===== src/rtl/stack_unit.sv =====
// Descending LIFO stack with registered top-of-stack output, full/empty FSM and error flag.
// Define STACK_UNIT_ERR_STICKY_EN to hold err high after the first illegal operation until reset.
module stack_unit #(
  parameter int DATA_WIDTH = 8,
  parameter int DEPTH_LOG2 = 3
) (
  input  logic                  clk,
  input  logic                  rst,
  input  logic                  ctrl_push,
  input  logic                  ctrl_pop,
  input  logic [DATA_WIDTH-1:0] data_in,
  output logic [DATA_WIDTH-1:0] data_out,
  output logic [DEPTH_LOG2:0]   sp,
  output logic                  empty,
  output logic                  full,
  output logic                  err
);

  localparam int SP_W  = DEPTH_LOG2 + 1;
  localparam int DEPTH = 1 << DEPTH_LOG2;
  localparam logic [SP_W-1:0] SP_EMPTY = SP_W'(DEPTH);

  typedef enum logic [1:0] {S_EMPTY, S_PARTIAL, S_FULL} state_t;

  state_t                  state, state_nxt;
  logic [DATA_WIDTH-1:0]   mem [DEPTH];
  logic [SP_W-1:0]         sp_nxt, sp_dec, sp_inc;
  logic [DATA_WIDTH-1:0]   dout_nxt;
  logic                    wr_en;
  logic [DEPTH_LOG2-1:0]   wr_idx;
  logic                    illegal;

  assign sp_dec = sp - 1'b1;
  assign sp_inc = sp + 1'b1;

  // Operation decode: push+pop on a non-empty stack replaces the top word in place.
  always_comb begin
    sp_nxt   = sp;
    dout_nxt = data_out;
    wr_en    = 1'b0;
    wr_idx   = sp_dec[DEPTH_LOG2-1:0];
    illegal  = 1'b0;
    if (ctrl_push && ctrl_pop && !empty) begin
      wr_en    = 1'b1;
      wr_idx   = sp[DEPTH_LOG2-1:0];
      dout_nxt = data_in;
    end else if (ctrl_push) begin
      if (full) begin
        illegal = 1'b1;
      end else begin
        wr_en    = 1'b1;
        sp_nxt   = sp_dec;
        dout_nxt = data_in;
      end
    end else if (ctrl_pop) begin
      if (empty) begin
        illegal = 1'b1;
      end else begin
        sp_nxt   = sp_inc;
        // Popping the last word exposes nothing: the new top is reported as zero.
        dout_nxt = (sp_inc != SP_EMPTY) ? mem[sp_inc[DEPTH_LOG2-1:0]] : '0;
      end
    end
  end

  // Storage is never cleared; writes are blocked while reset is held.
  always_ff @(posedge clk) begin
    if (wr_en && rst) mem[wr_idx] <= data_in;
  end

  always_ff @(posedge clk or negedge rst) begin
    if (!rst) begin
      sp       <= SP_EMPTY;
      data_out <= '0;
    end else begin
      sp       <= sp_nxt;
      data_out <= dout_nxt;
    end
  end

  always_ff @(posedge clk or negedge rst) begin
    if (!rst) begin
      err <= 1'b0;
    end else begin
`ifdef STACK_UNIT_ERR_STICKY_EN
      err <= err | illegal;
`else
      err <= illegal;
`endif
    end
  end

  // FSM: state register / next-state / output decode.
  always_ff @(posedge clk or negedge rst) begin
    if (!rst) state <= S_EMPTY;
    else      state <= state_nxt;
  end

  always_comb begin
    state_nxt = S_PARTIAL;
    if (sp_nxt == SP_EMPTY)   state_nxt = S_EMPTY;
    else if (sp_nxt == '0)    state_nxt = S_FULL;
  end

  always_comb begin
    empty = (state == S_EMPTY);
    full  = (state == S_FULL);
  end

endmodule


===== config.mk =====
export PLATFORM = sky130hd
export DESIGN_NAME = stack_unit
export DESIGN_NICKNAME = d
export VERILOG_FILES = /design/src/rtl/stack_unit.sv
export SDC_FILE = /design/constraint.sdc
export NUM_CORES = 1
export LEC_CHECK = 0
export CORE_MARGIN = 5
export CORE_UTILIZATION = 55
export DETAILED_ROUTE_END_ITERATION = 8
export PLACE_DENSITY_LB_ADDON = 0.12
export SLEW_MARGIN = 30
export SYNTH_ARGS = -nofsm -noshare
export SYNTH_HDL_FRONTEND = slang
export SYNTH_SLANG_ARGS = --single-unit

===== constraint.sdc =====
create_clock -name clk -period 8.37 [get_ports clk]
set_clock_uncertainty 0.15 [all_clocks]
set_input_delay 2.511 -clock clk [delete_from_list [all_inputs] [get_ports clk]]
set_output_delay 2.511 -clock clk [all_outputs]
set_load 0.05 [all_outputs]

Fig. 1: run 1, cell density map
Drawn at 3 px/um. 9 x 9 tiles, from black (low) to pale yellow (high), 0 to 100% covered.
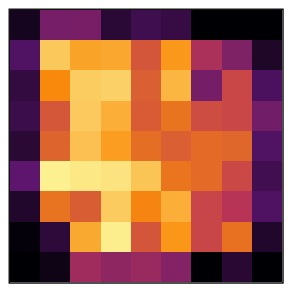
mean over tiles: 48%
nearly empty tiles: 8.6%
fullest tile: 97%
Core Util, Final: 64.14%
Initial Utilization: 56.51%
core area: 6350 um2

Fig. 2: run 1, close-up of the layout
Region (33, 33) to (58, 58) um. Cells in gray, sequential cells in the stronger gray; small squares are vias.
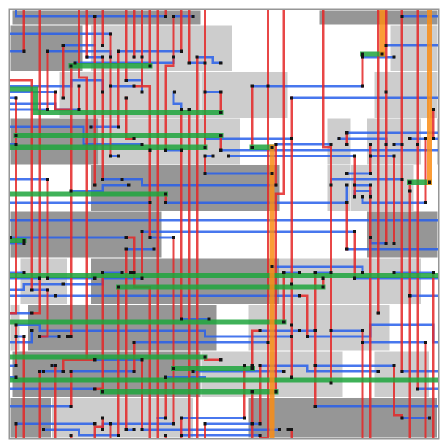
[met2] red
[met1] blue
[met3] green
[met4] orange
cells with their middle in the window: 22
sequential cells in the window: 6
netlist names of flops here include: mem (6)
most frequent: mux4_2 (7), edfxtp_1 (6)

Fig. 3: run 1, clock network drawn from the DEF
Drawn at 6 px/um.
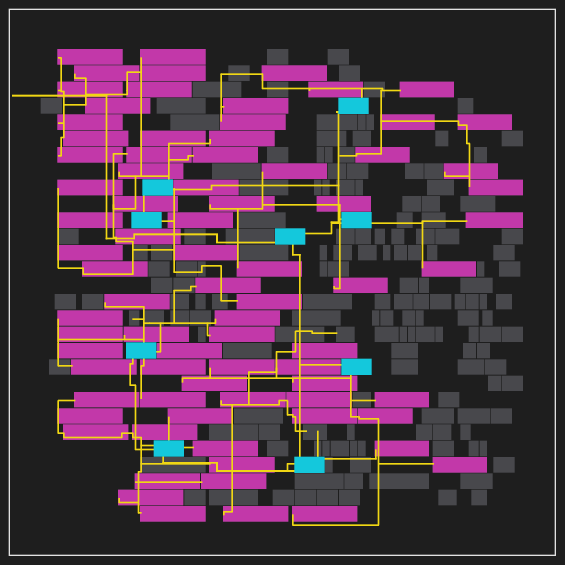
[flip-flops] magenta | count: 79
[cells driving clock nets] cyan | count: 9
[clock wires] yellow | length: 951 um
routed clock nets: 10
Clock Power Share: 18.9%
P_clk: 293 uW

==> job_summary.md, run 1 <==
### Metrics collected by this job

| Metric | Value |
|---|---|
| Routed wl met2 | 3799 um |
| ANT cells | 0 |
| Status | finished clean |
| Fin Hold WS | 374.3 ps |
| Design area | 4073 um2 |
| Buffers added on ports | 26 |
| Yosys reg bits | 79 |
| Max power group | combinational cells |
| Worst-path clk slew | 80 ps |
| Final WL | 7793 um |
| First-pass GRT wire length | 12540 um |
| Internal power | 923.4 uW |
| Worst R2R Start | sp[0] |
| First-pass detailed-route iteration total | 4 |
| Min-Delay Path Class | flip-flop to flip-flop |
| Die width | 90.78 um |
| Clock buffers | 9 |
| Inverter count | 2 |
| Leak Pwr | 0.001370 uW |
| Period utilization | 62.74% |
| Area Overhead vs Synth | 13.49% |
| Detailed Place HPWL | 5322 um |
| Comb. pwr | 691 uW |
| Worst-Margin Slew | 962.6 ps |
| Hold path start | data_out[7] |
| Net switching fraction of the power | 40.47% |
| Ratio of cells with drive above 1 in the final layout | 23.08% |
| Synth async-reset ratio | 18.99% |
| Max Freq | 190.4 MHz |
| Congestion Overflow GR | 0 |
| Flop share of the area | 56.44% |
| Routed Antenna Nets | 0 |
| CTS tree | built |
| Sequential cell area | 2298 um2 |
| Worst VDD drop | 241.1 uV |
| Yosys chip area | 3588 um2 |
| CP max FO | 28 |
| Synth warn | 0 |
| Row count | 29 |
| Count of cell types in the netlist | 51 |
| Die area | 8240 um2 |
| Top Metal Used | met4 |
| # DRC | 0 |
| CP Class | primary input to flip-flop |
| WHS Endpoint | data_out[7] |
| I/O pins | 27 |
| Crit path from | ctrl_push |
| Metal-1 WL | 3296 um |
| Mapped Area | 3588 um2 |
| Hold_buf cts | 0 |
| Power Density | 380.8 nW/um2 |
| Total of max-cap violations | 0 |
| Synth Seq Share | 64.05% |
| Clock Path Buffers | 2 |
| DR WL/cell | 24.05 um |
| Initial antenna violation count | 0 |
| Starting DRT DRC Count | 120 |
| Log Warnings | 28 |
| Root Buffer | clkbuf_8 |
| Die H | 90.78 um |
| CP endpoint | mem[7][5] |
| Clock sinks | 79 |
| R2r setup slk | 5240 ps |
| Number of buffers created by CTS | 9 |
| Critical Path End Type | flip-flop |
| Clk latency late pin | 360 ps |
| Commonest Layout Cell | edfxtp_1 |
| DP Cell Count | 308 |
| Max-slew headroom | 35.63% |
| EDFF count, synth | 64 |
| Mapped Avg Cell Area | 16.31 um2 |
| Setup_tns | 0 ps |
| Critical Path AT | 5090 ps |
| Met3 routed WL | 603 um |
| Max-slew violation count | 0 |
| Setup Buffers After CTS | 0 |
run 1: routing by layer:
metal	vias to the layer above	GRT usage (%)
met4	0	5.134
met5	-	0
met2	89	30.51
met3	10	5.750
met1	1063	29.39
li1	910	-
run 1: through the flow:
| stage | setup slack [ps] | utilization, % | total power, uW |
|---|---|---|---|
| 4_1_cts | 2885 | 63.51 | 1545 |
| 2_1_floorplan | 3873 | - | 1084 |
| 3_3_place_gp | 2740 | 60.32 | 1227 |
| 3_5_place_dp | 2500 | 60.32 | 1254 |
| 6_report | 3118 | 64.14 | 1551 |
| 5_1_grt | 2967 | 64.14 | 1632 |
run 1: cell usage after synthesis, types with 3 or more instances:
cell type / count / area [um2]
edfxtp_1: 64 / 1922
nand2_1: 23 / 86.33
mux4_2: 16 / 360.4
dfrtp_1: 14 / 350.3
mux2i_1: 9 / 90.09
nor3_1: 9 / 45.04
buf_2: 8 / 40.04
o221ai_1: 8 / 70.07
buf_6: 6 / 67.56
o211ai_1: 4 / 30.03
a21oi_1: 3 / 15.01
and3b_1: 3 / 26.28
ha_1: 3 / 37.54
xnor2_1: 3 / 26.28
run 1: state kept, by name (all words and copies together) (netlist names):
name      cells
state         2
err           1
sp            4
data_out      8
mem          64
run 1: kinds of logic (layout without fill, tap and decap cells):
logic type	count (synthesis)	count (layout)	share of synthesized area [%]
adder cells (fa/ha/maj)	3	3	1.046
multiplexers	27	27	13.18
XOR/XNOR	7	7	2.441
buffers and inverters	18	45	3.626
AND-OR/OR-AND	32	32	7.601
flip-flops	79	79	64.05
AND/OR/NAND/NOR	54	54	8.055
run 1: critical path: stages:
cell and delay [ps]:
clkdlybuf4s50_1 1110, nand2_1 140, or2_1 310, nand2_1 110
o21ai_0 260, nor3_2 650
==> run 2: changes to the inputs <==
- clock period: 8.37 -> 5.05 ns (I/O delays scaled with it)
Fig. 4: run 2, cells colored by class
Drawn at 4 px/um. Fill, decap, tap and diode cells in gray.
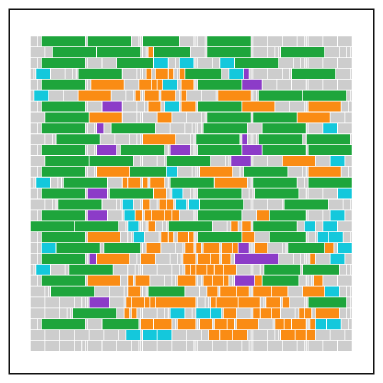
[flip-flops] green | cells: 79 | share of their area: 57%
[other buffers and delay cells] cyan | cells: 38 | share of their area: 8.7%
[clock drivers and dummy loads] purple | cells: 16 | share of their area: 4.8%
[all other logic] orange | cells: 125 | share of their area: 29%
flop share of the area: 55.99%
row count: 29
Core Util, Final: 64.65%
design area: 4105 um2

Fig. 5: run 2, close-up of the layout
Region (33, 33) to (58, 58) um. Cells in gray, sequential cells in the stronger gray; small squares are vias.
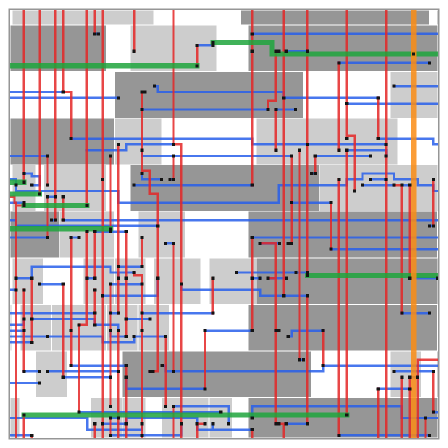
[met4] orange
[met3] green
[met1] blue
[met2] red
cells with their middle in the window: 34
sequential cells in the window: 10
most frequent: edfxtp_1 (9), nor3_1 (7), buf_4 (4)
netlist names of flops here include: mem (9), data_out (1)

==> run 2 against run 1 <==
  * Sequential share of layout area fell by 0.45 points
  * Final cell count rose by 3.4%
  * Non-clock buffer count rose by 11
  * Cell area rose by 0.80%
  * Combinational power rose by 64%
  * Largest power group unchanged
  * Clock power rose by 54%
  * Sequential power rose by 64%
  * Register-to-register slack got worse by 3300 ps
  * Via count fell by 2.1%
  * First-iteration DRC count rose by 68%
  * Core utilization rose by 0.51 points
  * Largest cell class unchanged
  * Area after synthesis did not move
==> job_summary.md, run 2 <==
### Metrics collected by this job

| Metric | Value |
|---|---|
| First-pass GRT wire length | 11370 um (was 12540 um) |
| Commonest Layout Cell | edfxtp_1 (unchanged) |
| DR WL/cell | 21.51 um (was 24.05 um) |
| Mapped Avg Cell Area | 16.31 um2 (unchanged) |
| Ratio of cells with drive above 1 in the final layout | 22.48% (was 23.08%) |
| EDFF count, synth | 64 (unchanged) |
| Top Usage Layer GRT | met2 (unchanged) |
| Buffers added on ports | 26 (unchanged) |
| Worst VDD drop | 387.0 uV (was 241.1 uV) |
| Die width | 90.78 um (unchanged) |
| Initial Utilization | 56.51% (unchanged) |
| First-pass detailed-route iteration total | 5 (was 4) |
| Count leader, synth | edfxtp_1 (unchanged) |
| Critical Path AT | 2070 ps (was 5090 ps) |
| Routing usage on met2 | 29.24% (was 30.51%) |
| GRT met1 Usage | 25.01% (was 29.39%) |
| Synth Seq Share | 64.05% (unchanged) |
| Clock Power Share | 17.9% (was 18.9%) |
| Routing usage on met3 | 3.250% (was 5.750%) |
| Synth warn | 0 (unchanged) |
| Synth async-reset ratio | 18.99% (unchanged) |
| CP Class | flip-flop to output pin (was primary input to flip-flop) |
| R2r setup slk | 1990 ps (was 5240 ps) |
| CP bufs+invs | 1 (unchanged) |
| Register bank with the most flops | mem (unchanged) |
| Hold_buf cts | 0 (unchanged) |
| Critical Path End Type | output pin (was flip-flop) |
| Min-Delay Path Class | flip-flop to flip-flop (unchanged) |
| Die area | 8240 um2 (unchanged) |
| Count of cell types in the netlist | 51 (unchanged) |
| Internal power | 1548 uW (was 923.4 uW) |
| Top-area cell type share of the netlist area | 53.56% (unchanged) |
| Period utilization | 74.04% |
| Slowest CP cell | clkdlybuf4s50_1 (unchanged) |
| CP Cell Sequence | clkdlybuf4s50_1 (was clkdlybuf4s50_1 -> nand2_1 -> or2_1 -> nand2_1 -> o21ai_0 -> nor3_2) |
| Initial antenna violation count | 0 (unchanged) |
| Yosys chip area | 3588 um2 (unchanged) |
| Area Overhead vs Synth | 14.40% (was 13.49%) |
| Max-slew headroom | 44.42% (was 35.63%) |
| CP max FO | 16 (was 28) |
| Core area | 6350 um2 (unchanged) |
| Max-slew violation count | 0 (unchanged) |
| Most frequent cells after synthesis | 64 x edfxtp_1, 23 x nand2_1, 16 x mux4_2 (unchanged) |
| Worst-Margin Slew | 833.7 ps (was 962.6 ps) |
| Fin Hold WS | 347.9 ps (was 374.3 ps) |
| Leak Pwr | 0.001419 uW (was 0.001370 uW) |
| Final WL | 7207 um (was 7793 um) |
| Status | finished clean (unchanged) |
| Net switching fraction of the power | 38.42% (was 40.47%) |
| Setup_tns | 0 ps (unchanged) |
| Final critical-path required period | 3739 ps |
| Largest regs | mem: 64 flops, data_out: 8 flops, sp: 4 flops (unchanged) |
| Max Freq | 267.5 MHz |
| Routed Antenna Nets | 0 (unchanged) |
| ANT cells | 0 (unchanged) |
| Yosys reg bits | 79 (unchanged) |
| Area leader, netlist | edfxtp_1 (unchanged) |
| Total of max-cap violations | 0 (unchanged) |
| I/O pins | 27 (unchanged) |
| Post-synth area hogs | edfxtp_1 54%, mux4_2 10%, dfrtp_1 9.8% (unchanged) |
| Congestion Overflow GR | 0 (unchanged) |
| Detailed Place HPWL | 4922 um (was 5322 um) |
| Power Density | 612.2 nW/um2 (was 380.8 nW/um2) |
| Clk latency late pin | 330 ps (was 360 ps) |
| Crit-path max cell delay | 940 ps (was 1110 ps) |
| Setup Buffers After CTS | 0 (unchanged) |
| H-tree level count | 3 (unchanged) |
| # DRC | 0 (unchanged) |
| Tot Pwr | 2513 uW (was 1551 uW) |
| Die H | 90.78 um (unchanged) |
| Log Warnings | 28 (unchanged) |
| Max FFs per register | 64 (unchanged) |
| Worst path top cell family by delay | buffers and inverters (was simple AND/OR/NAND/NOR gates) |
| Cells after Synth | 220 (unchanged) |
| Worst-path clk slew | 80 ps (about the same) |
| Clock Path Buffers | 2 (unchanged) |
Fig. 6: run 2, clock routing
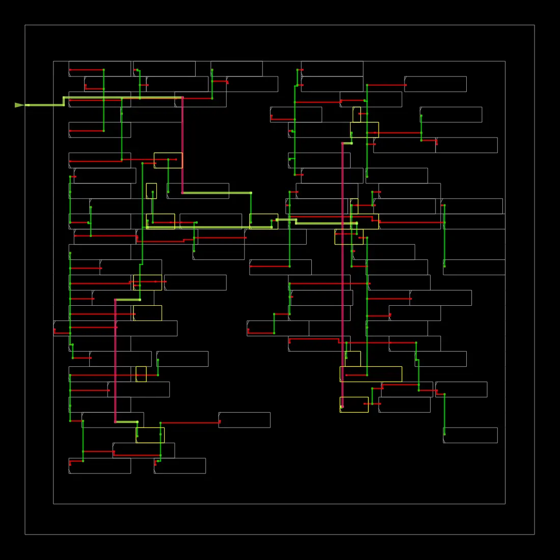
clock sinks: 79
sequential cell count: 79
number of buffers created by CTS: 9
P_clk: 450 uW

==> run 2: cells by family after synthesis <==
family | after synthesis | synth area share [%]
muxes | 27 | 13.18
adders and majority gates | 3 | 1.046
xor gates and xnor gates | 7 | 2.441
AOI/OAI and AO/OA | 32 | 7.601
buffers and inverters | 18 | 3.626
DFF | 79 | 64.05
and+or+nand+nor | 54 | 8.055
==> run 2: path summary, 6_finish.rpt <==
path	from	endpoint	cells past startpoint
max	sp[2]	sp[2]	1
min in group asynchronous	rst	data_out[4]	2
min reg2reg	data_out[7]	data_out[7]	2
max reg2reg	sp[0]	state[1]	8
max in group asynchronous	rst	sp[3]	2
min	data_out[7]	data_out[7]	2
==> run 2: metal layers <==
| layer | share of wire [%] | vias to the layer above |
|---|---|---|
| met5 | 0 | - |
| met4 | 1.2 | 0 |
| met3 | 5.3 | 7 |
| met2 | 49 | 67 |
| met1 | 44 | 1016 |
| li1 | - | 938 |
==> run 2: final cells by class <==
type / instances / area [um2] / area share, %
timing repair buffer: 38 / 350.3 / 8.534
multi-input combinational: 123 / 1160 / 28.25
clock buffer: 12 / 145.1 / 3.536
clock inverter: 4 / 47.55 / 1.158
tap: 77 / 96.34 / 2.347
inverter: 2 / 7.507 / 0.1829
sequential: 79 / 2298 / 55.99
==> run 2: power by group through the flow <==
stage               combinational, uW  sequential, uW  clock [uW]
global route                     1210             942         488
global placement                 1120             934           0
finish                           1130             929         450
detailed placement               1140             943           0
CTS                              1140             930         463
floorplan                         739            1060           0
==> run 2: metrics by stage <==
| stage | setup slack [ps] | std cells |
|---|---|---|
| final | 1311 | 335 |
| after global routing | 1202 | 335 |
| after CTS | 1288 | 335 |
| after detailed placement | 1092 | 319 |
| after global placement | 1123 | 319 |
| after floorplan | 1549 | 220 |
==> run 3: changes to the inputs <==
- CORE_UTILIZATION: 55 -> 52
- clock period: 5.05 -> 3.2 ns (I/O delays scaled with it)
Fig. 7: run 3, clock routing
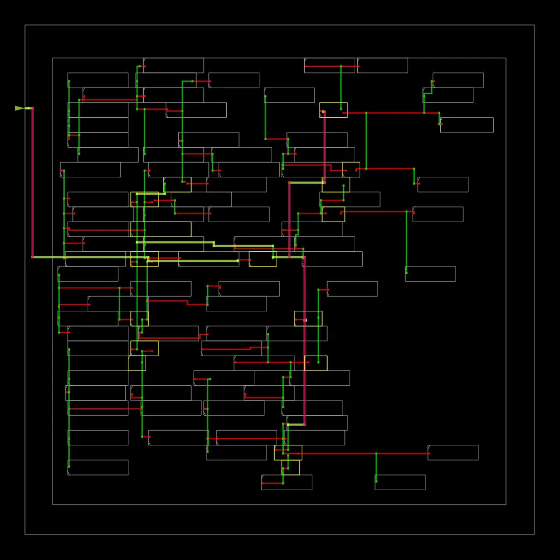
clock buffers: 9
P_clk: 773 uW
clk latency late pin: 350 ps

Fig. 8: run 3, cells colored by class
Drawn at 4 px/um. Fill, decap, tap and diode cells in gray.
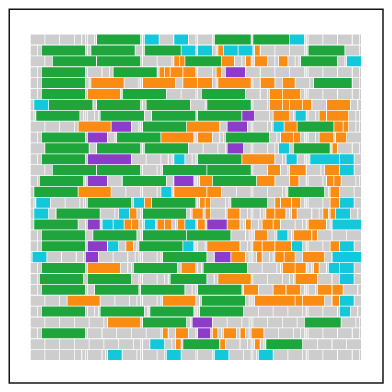
[flip-flops] green | cells: 79 | share of their area: 56%
[all other logic] orange | cells: 125 | share of their area: 28%
[clock drivers and dummy loads] purple | cells: 16 | share of their area: 5.1%
[other buffers and delay cells] cyan | cells: 46 | share of their area: 11%
Core Util, Final: 62.50%
row count: 30
flop share of the area: 54.43%

==> run 3 against run 2 <==
  * Worst setup slack worse by 1200 ps
  * Final cell count is 3.3% higher
  * Core utilization decreased by 2.2 points
  * Critical path depth rose by 1
  * Sequential power up 54%
==> job_summary.md, run 3 <==
### Metrics collected by this job

| Metric | Value |
|---|---|
| Status | finished clean (unchanged) |
| Largest regs | mem: 64 flops, data_out: 8 flops, sp: 4 flops (unchanged) |
| Setup_tns | 0 ps (unchanged) |
| Leak Pwr | 0.001486 uW (was 0.001419 uW) |
| Vias in the first global route | 2069 (was 2089) |
| Power Density | 967.3 nW/um2 (was 612.2 nW/um2) |
| Die width | 93.07 um (was 90.78 um) |
| Worst-path clk slew | 90 ps (was 80 ps) |
| Mux frac, synth | 13.18% (unchanged) |
| Cells after Synth | 220 (unchanged) |
| Dominant combinational family | multiplexers (unchanged) |
| Count of cell types in the netlist | 51 (unchanged) |
| ANT cells | 0 (unchanged) |
| Final critical-path required period | 3077 ps |
| Critical Path AT | 1970 ps (was 2070 ps) |
| Post-synth area hogs | edfxtp_1 54%, mux4_2 10%, dfrtp_1 9.8% (unchanged) |
| Die area | 8662 um2 (was 8240 um2) |
| Max Freq | 325.0 MHz |
| Max-slew violation count | 0 (unchanged) |
| H-tree level count | 3 (unchanged) |
| Synth async-reset ratio | 18.99% (unchanged) |
| Area Overhead vs Synth | 17.68% (was 14.40%) |
| Pre-CTS WS | 135.7 ps (was 1092 ps) |
| Complex-gate fraction of the synthesized area | 7.601% (unchanged) |
| Max-slew headroom | 66.40% (was 44.42%) |
| CP max FO | 13 (was 16) |
| Most frequent cells after synthesis | 64 x edfxtp_1, 23 x nand2_1, 16 x mux4_2 (unchanged) |
| Root Buffer | clkbuf_8 (unchanged) |
| Starting DRT DRC Count | 186 (was 202) |
| Initial antenna violation count | 0 (unchanged) |
| Congestion Overflow GR | 0 (unchanged) |
| Area of the multi-input gates | 1160 um2 (unchanged) |
| First-pass GRT wire length | 11390 um (was 11370 um) |
| CTS tree | built (unchanged) |
| Placer congestion estimate | 0.7510 (was 0.8024) |
| Sequential cell area | 2298 um2 (unchanged) |
| Buffers added on ports | 26 (unchanged) |
| Count leader, synth | edfxtp_1 (unchanged) |
| Synth warn | 0 (unchanged) |
| Die H | 93.07 um (was 90.78 um) |
| Period utilization | 96.17% |
| Max FFs per register | 64 (unchanged) |
| Req. time, crit path | 2090 ps (was 3390 ps) |
| Mapped Avg Cell Area | 16.31 um2 (unchanged) |
| Synth Seq Share | 64.05% (unchanged) |
| Clock sinks | 79 (unchanged) |
| # DRC | 0 (unchanged) |
| Yosys chip area | 3588 um2 (unchanged) |
| Ratio of cells with drive above 1 in the final layout | 25.94% (was 22.48%) |
| I/O pins | 27 (unchanged) |
| Worst-Margin Slew | 502.4 ps (was 833.7 ps) |
| EDFF count, synth | 64 (unchanged) |
| Hold_buf cts | 0 (unchanged) |
| Setup Buffers After CTS | 0 (unchanged) |
| CP Class | flip-flop to output pin (unchanged) |
| Clock Path Buffers | 2 (unchanged) |
| DR WL/cell | 19.77 um (was 21.51 um) |
| Min-Delay Path Class | flip-flop to flip-flop (unchanged) |
| First-pass detailed-route iteration total | 5 (unchanged) |
| Commonest Layout Cell | edfxtp_1 (unchanged) |
| Area leader, netlist | edfxtp_1 (unchanged) |
| Mapped Area | 3588 um2 (unchanged) |
| Adder share | 1.046% (unchanged) |
| Yosys reg bits | 79 (unchanged) |
| Total of max-cap violations | 0 (unchanged) |
| RSZ-0062 raised after global routing | no (unchanged) |
| Number of buffers created by CTS | 9 (unchanged) |
| XOR Share, Synth | 2.441% (unchanged) |
| Register bank with the most flops | mem (unchanged) |
| Worst VDD drop | 456.9 uV (was 387.0 uV) |
| Total number of vias | 2032 (was 2028) |
| Critical Path End Type | output pin (unchanged) |
| Top-area cell type share of the netlist area | 53.56% (unchanged) |
| Final setup vio count | 0 (unchanged) |
| Detailed Place HPWL | 4781 um (was 4922 um) |
| Routed Antenna Nets | 0 (unchanged) |
| Log Warnings | 29 (was 28) |
| Yosys Instances | 220 (unchanged) |
| Final WL | 6839 um (was 7207 um) |
| Fin worst setup slack | 122.7 ps (was 1311 ps) |
| Resized Gates After CTS | 0 (unchanged) |
| Simple share | 8.054% (unchanged) |
Fig. 9: run 3, cell density map
Drawn at 3 px/um. 9 x 9 tiles, from black (low) to pale yellow (high), 0 to 100% covered.
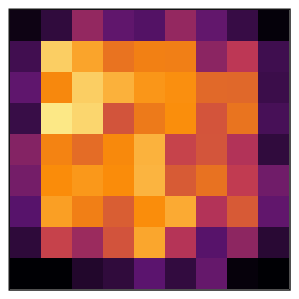
fullest tile: 95%
tiles over 75% full: 21%
nearly empty tiles: 6.2%
mean over tiles: 48%
densest ninth of the die: center
Initial Utilization: 53.11%
core area: 6756 um2

run 3: cell counts after synthesis:
No cell type changed its count.
run 3: layout make-up:
class | count | share of cell area [%]
multi-input combinational | 123 | 27.47
inverter | 2 | 0.1778
clock buffer | 9 | 2.933
tap | 80 | 2.370
timing repair buffer | 46 | 10.55
sequential | 79 | 54.43
clock inverter | 7 | 2.074
run 3: kinds of logic after synthesis:
kind of cell	Yosys count
AOI/OAI and AO/OA	32
xor gates and xnor gates	7
adders and majority gates	3
buffers and inverters	18
DFF	79
muxes	27
and+or+nand+nor	54
run 3: power by group:
part	internal (uW)	switching [uW]	leakage, uW
clock network	381	392	0.000109
registers	1300	127	0.000759
logic	815	1070	0.000619
total	2490	1590	0.00149
run 3: metal layers:
metal,global-route usage (%),up-vias,part of all wire (%)
met2,27.47,45,48
met1,25.54,1022,47
met4,6.838,0,1.2
li1,-,956,-
met5,0,-,0
met3,3.138,9,3.7
run 3: metrics by stage:
step	cells	util [%]	hold slack, ps	total power, uW	cell area [um2]
after floorplan	220	-	496.0	2835	3588
after global placement	330	59.37	321.1	3339	4011
after detailed placement	330	59.37	331.2	3361	4011
after CTS	346	62.50	354.5	4136	4223
after global routing	346	62.50	366.3	4343	4223
final	346	62.50	346.1	4085	4223
run 3: final timing paths:
| kind | from | end | slack (ps) | depth (start not counted) |
|---|---|---|---|---|
| setup / recovery | state[0] | empty | 120 | 2 |
| hold / removal | data_out[1] | data_out[1] | 350 | 2 |
| setup reg to reg | sp[1] | mem[4][0] | 740 | 7 |
| hold reg to reg | data_out[1] | data_out[1] | 350 | 2 |
| max in group asynchronous | rst | sp[3] | 1730 | 2 |
| min in group asynchronous | rst | data_out[7] | 660 | 1 |
run 3: worst max-delay path: stages, from the launching register on:
cell and delay (ps):
dfrtp_1 530, nor2_1 250, clkdlybuf4s50_1 840
Power is estimated from default activity; no workload was simulated.
